$ cat config.mk
export PLATFORM = sky130hd
export DESIGN_NAME = hamming_stream_decoder
export DESIGN_NICKNAME = d
export VERILOG_FILES = /design/src/rtl/hamming_pkg.sv /design/src/rtl/hamming_syndrome.sv /design/src/rtl/hamming_stream_decoder.sv
export SDC_FILE = /design/constraint.sdc
export NUM_CORES = 1
export LEC_CHECK = 0
export ABC_AREA = 1
export CORE_UTILIZATION = 27
export CTS_CLUSTER_SIZE = 16
export DETAILED_ROUTE_END_ITERATION = 6
export PLACE_DENSITY = 0.47
export SYNTH_ARGS = -nofsm -noshare
export SYNTH_HDL_FRONTEND = slang
export SYNTH_SLANG_ARGS = --single-unit
$ cat constraint.sdc
create_clock -name clock -period 5.2 [get_ports clock]
set_clock_uncertainty 0.15 [all_clocks]
set_input_delay 0.52 -clock clock [delete_from_list [all_inputs] [get_ports clock]]
set_output_delay 0.52 -clock clock [all_outputs]
set_load 0.03 [all_outputs]
$ cat src/rtl/hamming_pkg.sv
// Shared helpers for the Hamming block format used by the encoder and decoder.
//
// Contents:
//   hamming_parity_width(data_width) : smallest P with 2**P - P - 1 >= data_width
//   is_power_of_two(position)        : 1 when a 1-based block position holds a parity bit
package hamming_pkg;

   function automatic int unsigned hamming_parity_width(input int unsigned data_width);
      int unsigned p;
      p = 1;
      while (((32'd1 << p) - p - 1) < data_width) begin
         p++;
      end
      return p;
   endfunction

   function automatic logic is_power_of_two(input int unsigned position);
      return (position != 0) && ((position & (position - 1)) == 0);
   endfunction

endpackage

$ cat src/rtl/hamming_syndrome.sv
// Combinational syndrome generator for one Hamming block.
//
// The syndrome is the XOR of the 1-based positions of every set bit. A block as
// produced by the encoder has syndrome 0; a single flipped bit yields its position.
//
// Ports:
//   block     in   BLOCK_WIDTH   received block, bit index = position - 1
//   syndrome  out  PARITY_WIDTH  XOR of the positions of all set bits
module hamming_syndrome
   import hamming_pkg::*;
#(
   parameter int unsigned BLOCK_WIDTH  = 12,
   parameter int unsigned PARITY_WIDTH = 4
) (
   input  logic [BLOCK_WIDTH-1:0]  block,
   output logic [PARITY_WIDTH-1:0] syndrome
);

   always_comb begin
      syndrome = '0;
      for (int unsigned i = 0; i < BLOCK_WIDTH; i++) begin
         if (block[i]) begin
            syndrome = syndrome ^ PARITY_WIDTH'(i + 1);
         end
      end
   end

endmodule

$ cat src/rtl/hamming_stream_decoder.sv
// Streaming Hamming decoder with a two-stage valid/ready pipeline.
//
// Stage 1 captures the received block together with its syndrome. Stage 2 holds the
// corrected (or raw, when uncorrectable) data word, the syndrome and the status flags.
// Two saturating counters track delivered corrected and uncorrectable blocks.
//
// Ports:
//   clock                in   1              rising-edge clock
//   reset                in   1              synchronous, active-high
//   in_block             in   BLOCK_WIDTH    received block (parity and data interleaved)
//   in_valid             in   1              in_block valid
//   in_ready             out  1              block accepted this cycle when in_valid
//   out_data             out  DATA_WIDTH     data word, corrected when possible
//   out_syndrome         out  PARITY_WIDTH   raw syndrome of the block
//   out_corrected        out  1              a single-bit error was fixed
//   out_uncorrectable    out  1              syndrome points past the block; data is raw
//   out_valid            out  1              out_* valid
//   out_ready            in   1              consumer accepts out_* this cycle
//   clear_counters       in   1              zero both counters (wins over an increment)
//   corrected_count      out  COUNTER_WIDTH  delivered blocks with out_corrected set
//   uncorrectable_count  out  COUNTER_WIDTH  delivered blocks with out_uncorrectable set
module hamming_stream_decoder
   import hamming_pkg::*;
#(
   parameter int unsigned DATA_WIDTH    = 8,
   parameter int unsigned COUNTER_WIDTH = 16,
   localparam int unsigned PARITY_WIDTH = hamming_parity_width(DATA_WIDTH),
   localparam int unsigned BLOCK_WIDTH  = DATA_WIDTH + PARITY_WIDTH
) (
   input  logic                     clock,
   input  logic                     reset,
   input  logic [BLOCK_WIDTH-1:0]   in_block,
   input  logic                     in_valid,
   output logic                     in_ready,
   output logic [DATA_WIDTH-1:0]    out_data,
   output logic [PARITY_WIDTH-1:0]  out_syndrome,
   output logic                     out_corrected,
   output logic                     out_uncorrectable,
   output logic                     out_valid,
   input  logic                     out_ready,
   input  logic                     clear_counters,
   output logic [COUNTER_WIDTH-1:0] corrected_count,
   output logic [COUNTER_WIDTH-1:0] uncorrectable_count
);

   // ------------------------------------------------------------------
   // Pipeline state
   // ------------------------------------------------------------------
   logic                     s1_valid_q;
   logic [BLOCK_WIDTH-1:0]   s1_block_q;
   logic [PARITY_WIDTH-1:0]  s1_syndrome_q;

   logic                     s2_valid_q;
   logic [DATA_WIDTH-1:0]    s2_data_q;
   logic [PARITY_WIDTH-1:0]  s2_syndrome_q;
   logic                     s2_corrected_q;
   logic                     s2_uncorrectable_q;

   logic [COUNTER_WIDTH-1:0] corrected_count_q, corrected_count_d;
   logic [COUNTER_WIDTH-1:0] uncorrectable_count_q, uncorrectable_count_d;

   // ------------------------------------------------------------------
   // Handshake
   // ------------------------------------------------------------------
   logic s2_load;
   logic s1_load;
   logic out_fire;

   // No skid buffer: in_ready depends combinationally on out_ready.
   assign s2_load  = !s2_valid_q || out_ready;
   assign s1_load  = !s1_valid_q || s2_load;
   assign in_ready = s1_load;
   assign out_fire = s2_valid_q && out_ready;

   // ------------------------------------------------------------------
   // Stage 1 syndrome
   // ------------------------------------------------------------------
   logic [PARITY_WIDTH-1:0] in_syndrome;

   hamming_syndrome #(
      .BLOCK_WIDTH  (BLOCK_WIDTH),
      .PARITY_WIDTH (PARITY_WIDTH)
   ) u_syndrome (
      .block    (in_block),
      .syndrome (in_syndrome)
   );

   // ------------------------------------------------------------------
   // Correction and data extraction (feeds stage 2)
   // ------------------------------------------------------------------
   logic [BLOCK_WIDTH-1:0] flip_mask;
   logic [BLOCK_WIDTH-1:0] fixed_block;
   logic [DATA_WIDTH-1:0]  data_d;
   logic                   corrected_d;
   logic                   uncorrectable_d;

   // A syndrome past the last position matches no mask bit, so the block passes raw.
   always_comb begin
      flip_mask = '0;
      for (int unsigned i = 0; i < BLOCK_WIDTH; i++) begin
         flip_mask[i] = (s1_syndrome_q == PARITY_WIDTH'(i + 1));
      end
   end

   assign fixed_block     = s1_block_q ^ flip_mask;
   assign corrected_d     = |flip_mask;
   assign uncorrectable_d = (s1_syndrome_q > PARITY_WIDTH'(BLOCK_WIDTH));

   // Data bits occupy the non-power-of-two positions in ascending order, LSB first.
   always_comb begin
      int unsigned k;
      k      = 0;
      data_d = '0;
      for (int unsigned p = 1; p <= BLOCK_WIDTH; p++) begin
         if (!is_power_of_two(p)) begin
            data_d[k] = fixed_block[p-1];
            k++;
         end
      end
   end

   // ------------------------------------------------------------------
   // Pipeline registers
   // ------------------------------------------------------------------
   always_ff @(posedge clock) begin
      if (reset) begin
         s1_valid_q         <= 1'b0;
         s1_block_q         <= '0;
         s1_syndrome_q      <= '0;
         s2_valid_q         <= 1'b0;
         s2_data_q          <= '0;
         s2_syndrome_q      <= '0;
         s2_corrected_q     <= 1'b0;
         s2_uncorrectable_q <= 1'b0;
      end else begin
         if (s1_load) begin
            s1_valid_q <= in_valid;
            if (in_valid) begin
               s1_block_q    <= in_block;
               s1_syndrome_q <= in_syndrome;
            end
         end
         // Data fields only move when a block advances, keeping out_* steady otherwise.
         if (s2_load) begin
            s2_valid_q <= s1_valid_q;
            if (s1_valid_q) begin
               s2_data_q          <= data_d;
               s2_syndrome_q      <= s1_syndrome_q;
               s2_corrected_q     <= corrected_d;
               s2_uncorrectable_q <= uncorrectable_d;
            end
         end
      end
   end

   // ------------------------------------------------------------------
   // Error counters
   // ------------------------------------------------------------------
   always_comb begin
      corrected_count_d     = corrected_count_q;
      uncorrectable_count_d = uncorrectable_count_q;
      if (clear_counters) begin
         corrected_count_d     = '0;
         uncorrectable_count_d = '0;
      end else if (out_fire) begin
         if (s2_corrected_q && (corrected_count_q != '1)) begin
            corrected_count_d = corrected_count_q + COUNTER_WIDTH'(1);
         end
         if (s2_uncorrectable_q && (uncorrectable_count_q != '1)) begin
            uncorrectable_count_d = uncorrectable_count_q + COUNTER_WIDTH'(1);
         end
      end
   end

   always_ff @(posedge clock) begin
      if (reset) begin
         corrected_count_q     <= '0;
         uncorrectable_count_q <= '0;
      end else begin
         corrected_count_q     <= corrected_count_d;
         uncorrectable_count_q <= uncorrectable_count_d;
      end
   end

   // ------------------------------------------------------------------
   // Outputs
   // ------------------------------------------------------------------
   assign out_valid           = s2_valid_q;
   assign out_data            = s2_data_q;
   assign out_syndrome        = s2_syndrome_q;
   assign out_corrected       = s2_corrected_q;
   assign out_uncorrectable   = s2_uncorrectable_q;
   assign corrected_count     = corrected_count_q;
   assign uncorrectable_count = uncorrectable_count_q;

endmodule

**Run 1: signal wires on met1**

Scale bar: 20 um. Supply wires on this layer in gray.
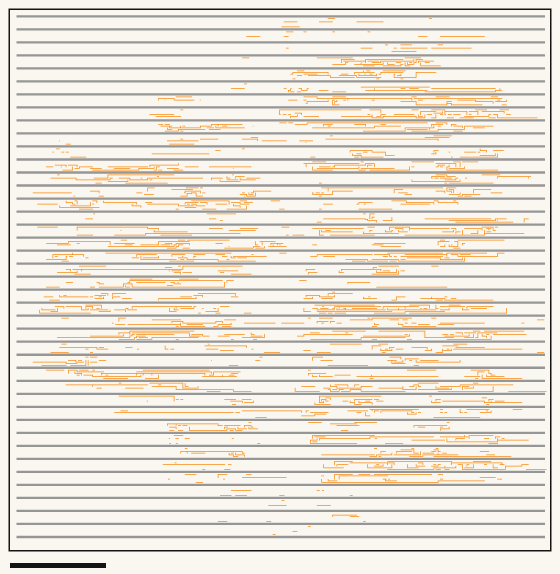
share of all routed wire: 48%
main direction: horizontal
wire length on this layer: 3980 um
longest straight run: 26.2 um
nets with wire on the layer: 526
total wirelength of the detailed-routed design: 8310 um
fraction of met1 tracks used by global routing: 0.171
DR vias: 3155

**Run 1: signal wires on met2**

Scale bar: 20 um.
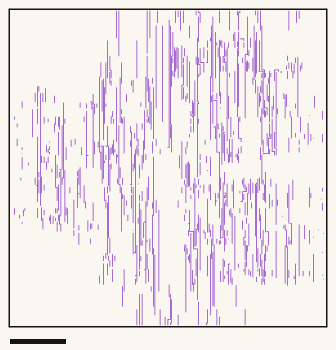
nets with wire on the layer: 420
longest straight run: 45.6 um
main direction: vertical
share of all routed wire: 47%
global routing usage on met2: 0.224

**Run 1: the metal 3 layer**

Cells faint in the background.
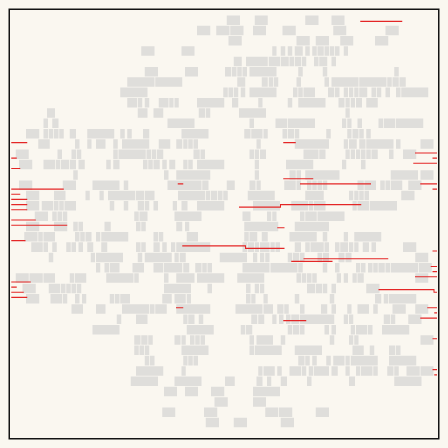
longest straight run: 22.1 um
wire length on this layer: 265 um
main direction: horizontal
share of all routed wire: 3.2%
met3 Resource Use GR: 0.0220

==> impl.org, run 1 <==
#+TITLE: Implementation results

** Timing
- Clock period minus worst slack :: 2640 ps
- Final count of hold timing violations :: 0
- The end-of-flow timing check tallies setup violations at 0.
- Slew at the pin closest to its max-slew limit :: 887 ps
- Fmax :: 379 MHz
- RSZ-0062 raised after global routing :: no
- Final WS setup :: 2560 ps

** Drt
- Per the detail_route report, vias per standard cell equal 4.41.
- Detailed routing placed a total of 3930 um of wire on met2.
- Number of DRC violations after detailed-routing iteration 0 :: 222
- Nets still carrying antenna violations after routing amount to 0.
- After detailed routing, the met3 layer carries 264 um of wire.
- After detailed routing, the number of remaining DRC violations is 0.
- Per the detail_route report, routed wire per instance is 11.6 um.

** Clock network
- Number of clock sinks :: 60
- Looking at the post-CTS report, the setup buffer insertion count equals 0.
- In this run the number of H-tree levels came out at 3.
- Clock latency of the later-clocked register in the worst-skew pair :: 320 ps

** Hold path
- Number of cells traversed by the worst hold path :: 2
- Worst min path class :: reg2reg
- Hold_sp :: s1_block_q[10]

** Finish
- Combinational Area :: 0.00182 mm^2
- Summing all flip-flop and latch instances after layout gives 0.00120 mm^2.
- There are 60 flip-flops and latches.
- Most instantiated logic cell after routing :: sky130_fd_sc_hd__nand2_1
- Multi-input combinational cell count :: 374
- Nonclk buf count :: 65
- Non-Clock Inverter Count :: 56
- Top cell category :: multi-input combinational cells

** Global routing
- The via count of the first global-routing pass is 2750.
- The global routing report lists combined usage of all routing layers as 0.133.
- Overflow left after global routing :: 0
- The initial antenna violation count came to 0.

** Floorplan
- The floorplan has 40 rows.
- Core Area :: 0.0120 mm^2
- FP Util :: 0.276
- Inserted tap cell count :: 147
- 65 I/O pins were placed.

** Synth
- Per the post-synthesis report, the number of cells in the design is 505.
- The share of synthesized area in the top cell type comes to 0.362.
- Compound-Gate Fraction of Synth Area :: 0.120
- Share of synthesized area occupied by flip-flops and latches :: 0.362
- In this run, the synthesized area fraction spent on and/or/nand/nor cells is recorded as 0.337.
- Counting flops with an async set or reset pin after synthesis yields a share of 0.
- Unique masters post-synth :: 30
- A synthesized cell averages 6.57 um^2.
- Per the synthesis report, the dominant area consumer among library cells is sky130_fd_sc_hd__dfxtp_1.
- By count the netlist is led by sky130_fd_sc_hd__nand2_1 (150), sky130_fd_sc_hd__nor2_1 (78), sky130_fd_sc_hd__dfxtp_1 (60).
- Chip Area, Yosys :: 0.00332 mm^2
- Cell area after technology mapping :: 0.00332 mm^2
- Flip-flops with a built-in enable :: 0

** Worst setup path
- For reference, the critical path is captured by in_ready.
- The critical path is of the in2out type.
- Data on the critical path arrives at its endpoint at 1970 ps.
- Kind of start point of the critical path :: primary input
- Looking at the critical path, the single cell with the biggest stage delay is sky130_fd_sc_hd__clkdlybuf4s50_1.
- CP Launch Point :: out_ready
- Worst path max stage delay :: 710 ps
- Buffer and inverter count on the worst path :: 3

** Outcome
- Run status :: completed

** Power and ir drop
- Max power group :: the clock network
- Combinational power for this build is 130 uW.
- Portion of total power attributed to combinational logic :: 0.111
- PD cells :: 269 mW/mm^2
- Part of the power in registers :: 0.416
- Total sequential power :: 487 uW
- The design draws 1.17 mW.

** Place
- The number of placed instances, taps included, is 702.
- The pre-CTS setup check shows a worst slack of 2190 ps.
- Post-DP HPWL :: 6070 um
**Run 1: routing congestion**

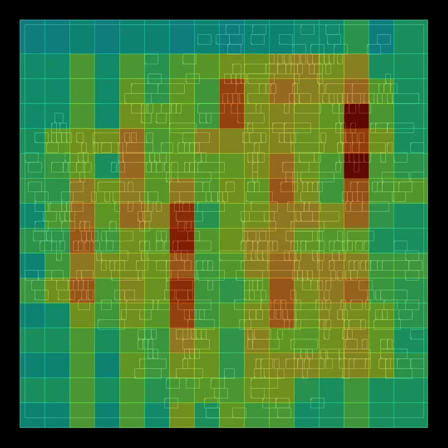

==> run 2: changes to the inputs <==
--- a/config.mk
+++ b/config.mk
@@ -9,7 +9,7 @@
 export CORE_UTILIZATION = 27
 export CTS_CLUSTER_SIZE = 16
 export DETAILED_ROUTE_END_ITERATION = 6
-export PLACE_DENSITY = 0.47
+export PLACE_DENSITY = 0.49
 export SYNTH_ARGS = -nofsm -noshare
 export SYNTH_HDL_FRONTEND = slang
 export SYNTH_SLANG_ARGS = --single-unit
==> constraint.sdc (replaced) <==
create_clock -name clock -period 2.12 [get_ports clock]
set_clock_uncertainty 0.15 [all_clocks]
set_input_delay 0.212 -clock clock [delete_from_list [all_inputs] [get_ports clock]]
set_output_delay 0.212 -clock clock [all_outputs]
set_load 0.03 [all_outputs]
**Run 2: routing congestion**

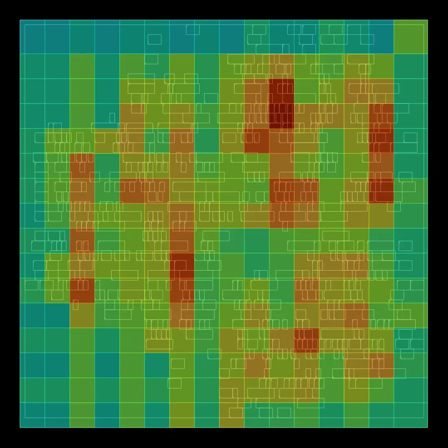
overall fraction of global-route tracks in use: 0.140
highest-utilization routing layer at the global route stage: met2
Post-Route Utilization: 0.370
routed len/inst: 11.5 um
fraction of met1 tracks used by global routing: 0.162

**Run 2: the metal 3 layer**

Cells faint in the background.
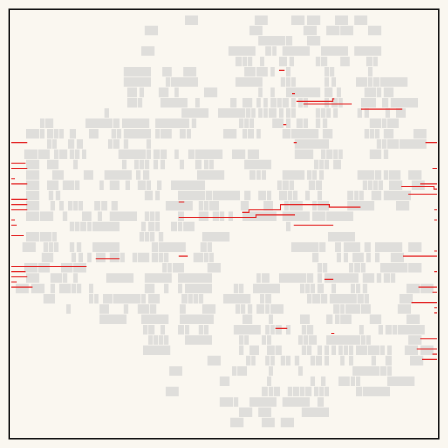
wire length on this layer: 252 um
nets with wire on the layer: 42
DR vias: 3247
total wirelength of the detailed-routed design: 8450 um
met3 Resource Use GR: 0.0225

**Run 2: signal wires on met1**

Scale bar: 20 um. Supply wires on this layer in gray.
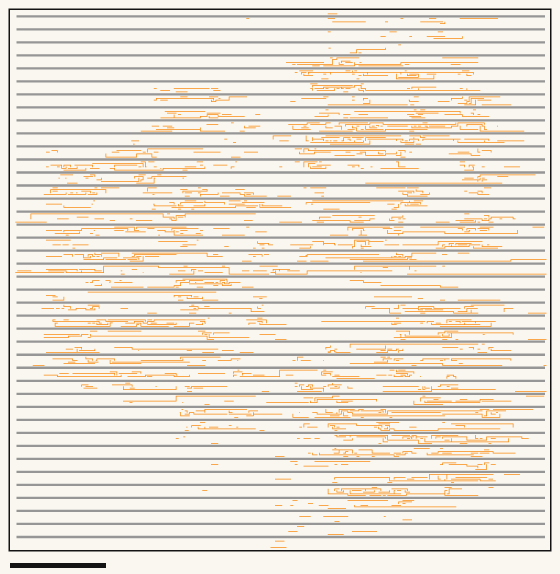
nets with wire on the layer: 540
main direction: horizontal
share of all routed wire: 47%

==> run 2 against run 1 <==
Non-clock buffer count is 16 higher. Die area stayed put. Worst hold slack better by 2.0 ps. Total power is 140% higher. Synthesized cell count stayed put. Sequential share of layout area is 0.63 points lower. Sequential cell count stayed put. Wire length is 1.7% higher. Area after synthesis stayed put. Critical path depth stayed put. Core utilization is 0.84 points higher. Highest routed layer unchanged.
==> impl.org, run 2 <==
#+TITLE: Implementation results

** Synth
- The number of enable flip-flop cells is 0 (unchanged).
- Number of cells produced by synthesis :: 505 (unchanged)
- Cell types with the highest counts after synthesis :: sky130_fd_sc_hd__nand2_1 (150), sky130_fd_sc_hd__nor2_1 (78), sky130_fd_sc_hd__dfxtp_1 (60)
- The average size of a mapped cell came to 6.57 um^2 (unchanged).
- sky130_fd_sc_hd__dfxtp_1 takes more of the synthesized area than any other cell.
- Synthesized-area fraction occupied by and/or/nand/nor cells :: 0.337 (unchanged)
- Compound-Gate Fraction of Synth Area :: 0.120 (unchanged)
- The portion of synthesized cell area occupied by the leading cell type is 0.362 (unchanged).
- Chip Area, Yosys :: 0.00332 mm^2 (unchanged)
- The sequential-to-total area share from yosys stat came to 0.362 (unchanged).
- Unique masters post-synth :: 30 (unchanged)
- The async set-or-reset flop fraction in the synthesized netlist was 0 (unchanged).

** Place
- The total placed cells including tap cells came to 718 (+2.3%).
- Post-DP HPWL :: 6260 um (+3.1%)
- The worst setup timing slack at the placement stage is 135 ps (-2060 ps).

** Worst setup path
- Critical-path top delay cell :: sky130_fd_sc_hd__clkdlybuf4s50_1
- The number of buffers and inverters on the critical path came to 3 (unchanged).
- According to the timing report, the critical path is captured at in_ready.
- CP Data Arrival Time :: 1630 ps (-340 ps)
- Kind of start point of the critical path :: primary input
- Type of the worst setup path :: in2out
- Tracing the worst setup path back leads to its startpoint at out_ready.

** Power and ir drop
- Total chip power :: 2.82 mW (+140%)
- Max power group :: the clock network
- Portion of total power attributed to combinational logic :: 0.117 (+0.006)
- Part of the power in registers :: 0.423 (+0.007)
- The total combinational power was 330 uW (+150%).
- Total sequential power :: 1.19 mW (+140%)

** Clock network
- CTS HTree Levels :: 3 (unchanged)
- Counting along the longest clock path gives a buffer depth of 2.
- Setup fix buffers added after clock tree synthesis :: 0 (unchanged)
- The clock insertion delay at the later pin of the skew report came to 330 ps (about the same).

** Timing
- The number of endpoints with negative hold slack in the final report was 0 (unchanged).
- Fmax :: 503 MHz
- The final number of setup-violating endpoints was 0 (unchanged).
- Final WS setup :: 131 ps (-2430 ps)
- Setup repair after global routing left no endpoint under its margin.
- Slew at the pin closest to its max-slew limit :: 484 ps (-403 ps)
- Clock period minus worst slack :: 1990 ps

** Finish
- Top cell category :: multi-input combinational cells
- Nonclk buf count :: 81 (+25%)
- Non-Clock Inverter Count :: 56 (unchanged)
- The area taken by flip-flops and latches was 0.00120 mm^2 (unchanged).
- The total number of sequential cells was 60 (unchanged).
- Combinational Area :: 0.00182 mm^2 (unchanged)
- The most common logic cell in the final layout is sky130_fd_sc_hd__nand2_1.

** Global routing
- The initial antenna violation count came to 0 (unchanged).
- The sum of overflow across all layers after global routing was 0 (unchanged).
- Global routing usage on met2 :: 0.248 (+0.0239)
- The via count of the first global-routing pass was 3139 (+14%).

** Drt
- The vias per cell came to 4.44 (+0.67%).
- Number of DRC violations after detailed-routing iteration 0 :: 171 (-23%)
- Drt drc :: 0 (unchanged)
- Post-route antenna net violation count :: 0 (unchanged)
- Met3 WL post-DR :: 251 um (-4.9%)

** Hold path
- STA shows the worst min-delay path finishing at s1_block_q[5].
- Hold_sp :: s1_block_q[5]
- Note that the worst hold path type here is reg2reg.
- The instance count along the most critical hold path came to 2 (unchanged).

** Outcome
- Run status :: completed

** Floorplan
- The floorplan core density came to 0.276 (unchanged).
- Rows :: 40 (unchanged)
- Number of top-level design ports :: 65 (unchanged)
Power and IR drop assume default switching activity.
